Run 1, placement by cell class:
Drawn at 3 px/um.
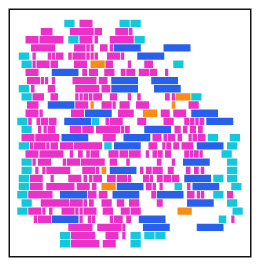
Run 1, register map, names as in the netlist:
Drawn at 3 px/um. Other sequential cells in the stronger gray, the rest of the logic in the fainter gray.
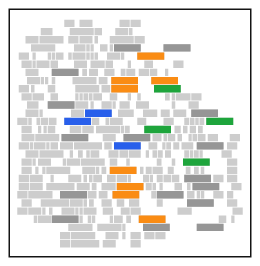
Run 1, nets reached from selected ports:
Drawn at 6 px/um.
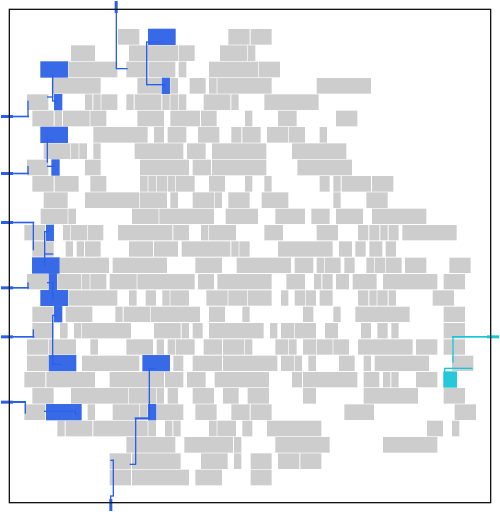
Run 1, placement view:
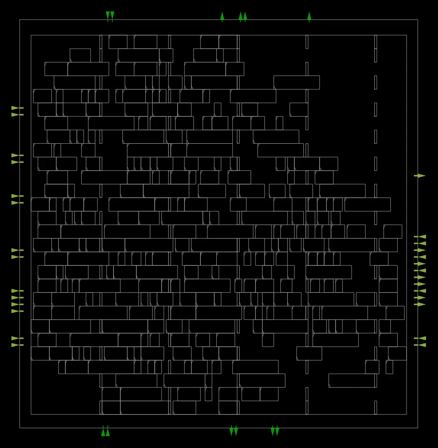
==> config.mk <==
export PLATFORM = sky130hd
export DESIGN_NAME = logic_gate_pipe
export DESIGN_NICKNAME = d
export VERILOG_FILES = /design/src/rtl/logic_gate_pipe.sv
export SDC_FILE = /design/constraint.sdc
export NUM_CORES = 1
export LEC_CHECK = 0
export CORE_AREA = 2 2 78 80
export CTS_CLUSTER_SIZE = 20
export DETAILED_ROUTE_END_ITERATION = 7
export DIE_AREA = 0 0 80 82
export PLACE_DENSITY = 0.77
export SLEW_MARGIN = 10
export SYNTH_ARGS = -nofsm -noshare
export SYNTH_HDL_FRONTEND = slang
export SYNTH_SLANG_ARGS = --single-unit
==> constraint.sdc <==
create_clock -name clk -period 3.6 [get_ports clk]
set_input_delay 0.54 -clock clk [delete_from_list [all_inputs] [get_ports clk]]
set_output_delay 0.54 -clock clk [all_outputs]
set_load 0.02 [all_outputs]
==> impl_results.html, run 1 <==
<p>Metrics extracted from the flow reports.</p>
<table>
<tr><th>Metric</th><th>Value</th></tr>
<tr><th colspan="2">Synthesis</th></tr>
<tr><td>Yosys top cell by instances</td><td>sky130_fd_sc_hd__inv_1</td></tr>
<tr><td>Cell Type Count</td><td>38</td></tr>
<tr><td>Ys async rst share</td><td>100.0%</td></tr>
<tr><td>Xor/xnor share</td><td>2.853%</td></tr>
<tr><td>Top FF cell, synth</td><td>sky130_fd_sc_hd__dfrtp_1</td></tr>
<tr><td>Synthesis area per yosys</td><td>0.002763 mm^2</td></tr>
<tr><td>Basic Gates by Area</td><td>6.929%</td></tr>
<tr><td>Synthesis Warnings</td><td>0</td></tr>
<tr><td>Portion of netlist area occupied by mux cells</td><td>22.96%</td></tr>
<tr><td>Commonest cells in the netlist</td><td>sky130_fd_sc_hd__inv_1 (52), sky130_fd_sc_hd__ha_1 (33), sky130_fd_sc_hd__dfrtp_1 (31), sky130_fd_sc_hd__nor2_1 (18), sky130_fd_sc_hd__mux4_2 (15)</td></tr>
<tr><td>Number of nets at floorplan</td><td>331</td></tr>
<tr><td>Cell taking the most area after synthesis</td><td>sky130_fd_sc_hd__dfrtp_1</td></tr>
<tr><th colspan="2">Power and ir drop</th></tr>
<tr><td>Max rail drop VDD</td><td>0.2312 mV</td></tr>
<tr><td>Overall Power</td><td>1891 uW</td></tr>
<tr><td>Power density over the cells</td><td>577.0 mW/mm^2</td></tr>
<tr><th colspan="2">Outcome</th></tr>
<tr><td>Run status</td><td>finished clean</td></tr>
<tr><th colspan="2">Setup path</th></tr>
<tr><td>Critical path start-end classification</td><td>in2reg</td></tr>
<tr><td>WP data required</td><td>3.78 ns</td></tr>
<tr><td>WP data arrival</td><td>3.22 ns</td></tr>
<tr><td>Startpoint types</td><td>input pin</td></tr>
<tr><th colspan="2">Finish</th></tr>
<tr><td>Dominant logic cell types in the final layout</td><td>sky130_fd_sc_hd__inv_1 (52), sky130_fd_sc_hd__clkdlybuf4s50_1 (39), sky130_fd_sc_hd__ha_1 (33)</td></tr>
<tr><td>Nets@finish</td><td>366</td></tr>
<tr><td>Area added between synthesis and finish</td><td>18.61%</td></tr>
<tr><td>Antenna cell count</td><td>0</td></tr>
<tr><td>Non-clock buffer total of the final layout</td><td>43</td></tr>
<tr><td>Non-Clock Buffer Area Fraction</td><td>12.83%</td></tr>
<tr><th colspan="2">Timing</th></tr>
<tr><td>Total count of max-transition violations in the final report</td><td>0</td></tr>
<tr><td>Fmax achieved</td><td>0.3286 GHz</td></tr>
<tr><td>Post-route setup slack</td><td>0.5571 ns</td></tr>
<tr><td>Final setup violating endpoints</td><td>0</td></tr>
<tr><td>Relative slew slack</td><td>52.80%</td></tr>
<tr><th colspan="2">Floorplan</th></tr>
<tr><td>Die W</td><td>80 um</td></tr>
<tr><td>Overall die area</td><td>0.006560 mm^2</td></tr>
<tr><th colspan="2">Routing</th></tr>
<tr><td>Met3 layer wire length in the routed design</td><td>244 um</td></tr>
<tr><td>Met2 wire length</td><td>2860 um</td></tr>
<tr><td>Detail-routed via count per cell</td><td>5.576</td></tr>
<tr><td>Routed met1 length</td><td>2460 um</td></tr>
<tr><td>Total wire length</td><td>5661 um</td></tr>
<tr><td>Routed Antenna Nets</td><td>0</td></tr>
<tr><th colspan="2">Hold path</th></tr>
<tr><td>Path type of the worst min-delay path</td><td>reg2reg</td></tr>
<tr><td>Count of cells along the worst hold path</td><td>2</td></tr>
<tr><th colspan="2">CTS</th></tr>
<tr><td>Maximum clock path buffer count</td><td>2</td></tr>
<tr><td>Clock latency reported for the late side of the worst-skew pair</td><td>0.30 ns</td></tr>
<tr><td>Post-cts sizing count</td><td>0</td></tr>
<tr><td>Count of hold buffers inserted by post-cts repair</td><td>0</td></tr>
<tr><th colspan="2">Job</th></tr>
<tr><td>Number of warnings the tools reported</td><td>42</td></tr>
<tr><td>Max-cap viol count</td><td>0</td></tr>
<tr><th colspan="2">Placed design</th></tr>
<tr><td>Routability cong.</td><td>0.8498</td></tr>
<tr><th colspan="2">GRT</th></tr>
<tr><td>Pin count of the biggest net entering global routing</td><td>32</td></tr>
</table>
Back to the opening pictures, 'placement by cell class':
Key: clock drivers and dummy loads = orange [cells 8]; other buffers and delay cells = cyan [cells 43]; all other logic = magenta [cells 227]; flip-flops = blue [cells 31]
final core utilization: 57.03%
core area: 0.005746 mm^2
proportion of cell area occupied by registers: 23.67%
std cell rows: 28
final standard cell area without fillers: 0.003277 mm^2

Back to the opening pictures, 'register map, names as in the netlist':
Key: op_q = blue [sequential cells 3]; f = orange [sequential cells 8]; cnt_q = green [sequential cells 4]
Another 16 sequential cells are not colored.
Register Area: 775.7 um^2
power of the sequential group: 604 uW

Back to the opening pictures, 'nets reached from selected ports':
Key: out_ready = cyan [bits 1, direction input, edge east, end cells 1, buffers 1, wire 16.6 um]; b = blue [bits 8, direction input, edge 6 west, 1 north, 1 south, end cells 16, buffers 8, wire 120 um]
number of top-level pins: 40
count of port buffers added during placement: 39

Back to the opening pictures, 'placement view':
flop count: 31
number of filler instances in the final layout: 531
non-filler instance count after layout: 384
total number of tap cells: 75

run 1: per-stage QoR:
step                      hold WS [ns]  instances
after floorplan                 0.4736        273
after CTS                       0.4806        384
after global placement          0.4669        376
final                           0.4758        384
after detailed placement        0.4650        376
after global routing            0.5197        384
run 1: power breakdown:
part | total, uW | internal, uW | switching [uW] | leakage [uW]
logic | 1010 | 542 | 472 | 0.00112
registers | 604 | 462 | 142 | 0.000373
clock network | 272 | 135 | 137 | 0.0000422
total | 1890 | 1140 | 751 | 0.00153
run 1: metal layers:
metal | GRT usage [%] | up-vias
met2 | 32.42 | 52
met3 | 3.187 | 7
met1 | 24.46 | 1047
li1 | - | 1035
met4 | 7.627 | 0
met5 | 0 | -
==> inputs of run 2 (changes only) <==
Clock period 3.6 ns to 3 ns, I/O delays scaled along.
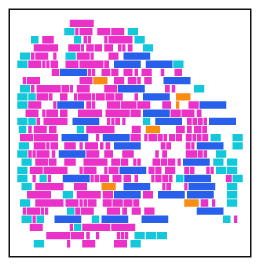
Run 2: placement by cell class
Drawn at 3 px/um.
Key: flip-flops = blue [cells 31]; all other logic = magenta [cells 227]; clock drivers and dummy loads = orange [cells 6]; other buffers and delay cells = cyan [cells 53]
final standard cell area without fillers: 0.003343 mm^2
proportion of cell area occupied by registers: 23.20%
final core utilization: 58.19%

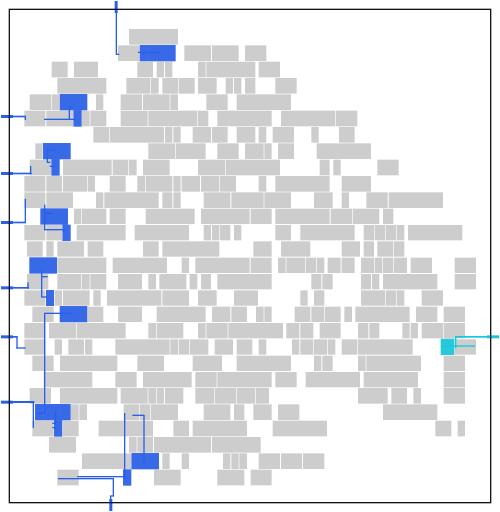
Run 2: nets reached from selected ports
Drawn at 6 px/um.
Key: b = blue [bits 8, direction input, edge 6 west, 1 north, 1 south, end cells 16, buffers 9, wire 135 um]; out_ready = cyan [bits 1, direction input, edge east, end cells 1, buffers 1, wire 13.0 um]

==> run 2 against run 1 <==
  * Cell count rose by 2.1%
  * Clock-buffer cell count fell by 1
  * Synthesized cell count did not move
  * Register-to-register slack got worse by 0.48 ns
  * Routed wire length fell by 0.90%
  * Non-clock buffer count rose by 10
  * Highest routed layer unchanged
  * Global-route usage barely moved
  * Combinational power rose by 23%
  * Largest cell class unchanged
  * Setup slack got worse by 0.46 ns
  * Clock skew rose by 0.0015 ns
  * Power rose by 19%
==> impl_results.html, run 2 <==
<p>Metrics extracted from the flow reports.</p>
<table>
<tr><th>Metric</th><th>Value</th></tr>
<tr><th colspan="2">GRT</th></tr>
<tr><td>Peak-usage layer in the global routing report</td><td>met2 (unchanged)</td></tr>
<tr><th colspan="2">Synthesis</th></tr>
<tr><td>Xor/xnor share</td><td>2.853% (unchanged)</td></tr>
<tr><td>Commonest cells in the netlist</td><td>sky130_fd_sc_hd__inv_1 (52), sky130_fd_sc_hd__ha_1 (33), sky130_fd_sc_hd__dfrtp_1 (31), sky130_fd_sc_hd__nor2_1 (18), sky130_fd_sc_hd__mux4_2 (15) (unchanged)</td></tr>
<tr><td>Cell taking the most area after synthesis</td><td>sky130_fd_sc_hd__dfrtp_1 (unchanged)</td></tr>
<tr><td>Basic Gates by Area</td><td>6.929% (unchanged)</td></tr>
<tr><th colspan="2">Setup path</th></tr>
<tr><td>Startpoint types</td><td>input pin (unchanged)</td></tr>
<tr><td>WP data required</td><td>3.17 ns (was 3.78 ns)</td></tr>
<tr><th colspan="2">Finish</th></tr>
<tr><td>Register Area</td><td>775.7 um^2 (unchanged)</td></tr>
<tr><td>Flop count</td><td>31 (unchanged)</td></tr>
<tr><td>Dominant logic cell types in the final layout</td><td>sky130_fd_sc_hd__inv_1 (52), sky130_fd_sc_hd__clkdlybuf4s50_1 (39), sky130_fd_sc_hd__ha_1 (33) (unchanged)</td></tr>
<tr><td>Number of filler instances in the final layout</td><td>500 (was 531)</td></tr>
<tr><td>Area added between synthesis and finish</td><td>21.01% (was 18.61%)</td></tr>
<tr><th colspan="2">Job</th></tr>
<tr><td>Number of warnings the tools reported</td><td>42 (unchanged)</td></tr>
<tr><td>Max-cap viol count</td><td>0 (unchanged)</td></tr>
<tr><th colspan="2">Floorplan</th></tr>
<tr><td>Core area</td><td>0.005746 mm^2 (unchanged)</td></tr>
<tr><td>Total number of tap cells</td><td>75 (unchanged)</td></tr>
<tr><td>Std cell rows</td><td>28 (unchanged)</td></tr>
<tr><th colspan="2">Outcome</th></tr>
<tr><td>Run status</td><td>finished clean (unchanged)</td></tr>
<tr><th colspan="2">CTS</th></tr>
<tr><td>Maximum clock path buffer count</td><td>2 (unchanged)</td></tr>
<tr><td>Post-cts sizing count</td><td>0 (unchanged)</td></tr>
<tr><th colspan="2">Routing</th></tr>
<tr><td>Detail-routed via count per cell</td><td>5.508 (was 5.576)</td></tr>
</table>
run 2: routing by layer:
layer	part of all wire, %	routed length, um
met1	44	2444
met2	50	2791
met3	4.8	270
met4	1.8	103
met5	0	0
run 2: power by group:
group          leakage (uW)  switching (uW)  internal, uW
clock network     0.0000371             150           154
registers          0.000373             158           555
logic               0.00117             575           661
total               0.00158             883          1370
run 2: metrics by stage:
step	cell area, um^2	std cells	hold slack, ns	setup TNS (ns)
final	3343	392	0.4768	0
after global routing	3343	392	0.5024	0
after floorplan	2763	273	0.4736	0
after CTS	3343	392	0.4849	0
after global placement	3271	386	0.4610	-0.3669
after detailed placement	3271	386	0.4721	-0.8665
Power and IR drop assume default switching activity.
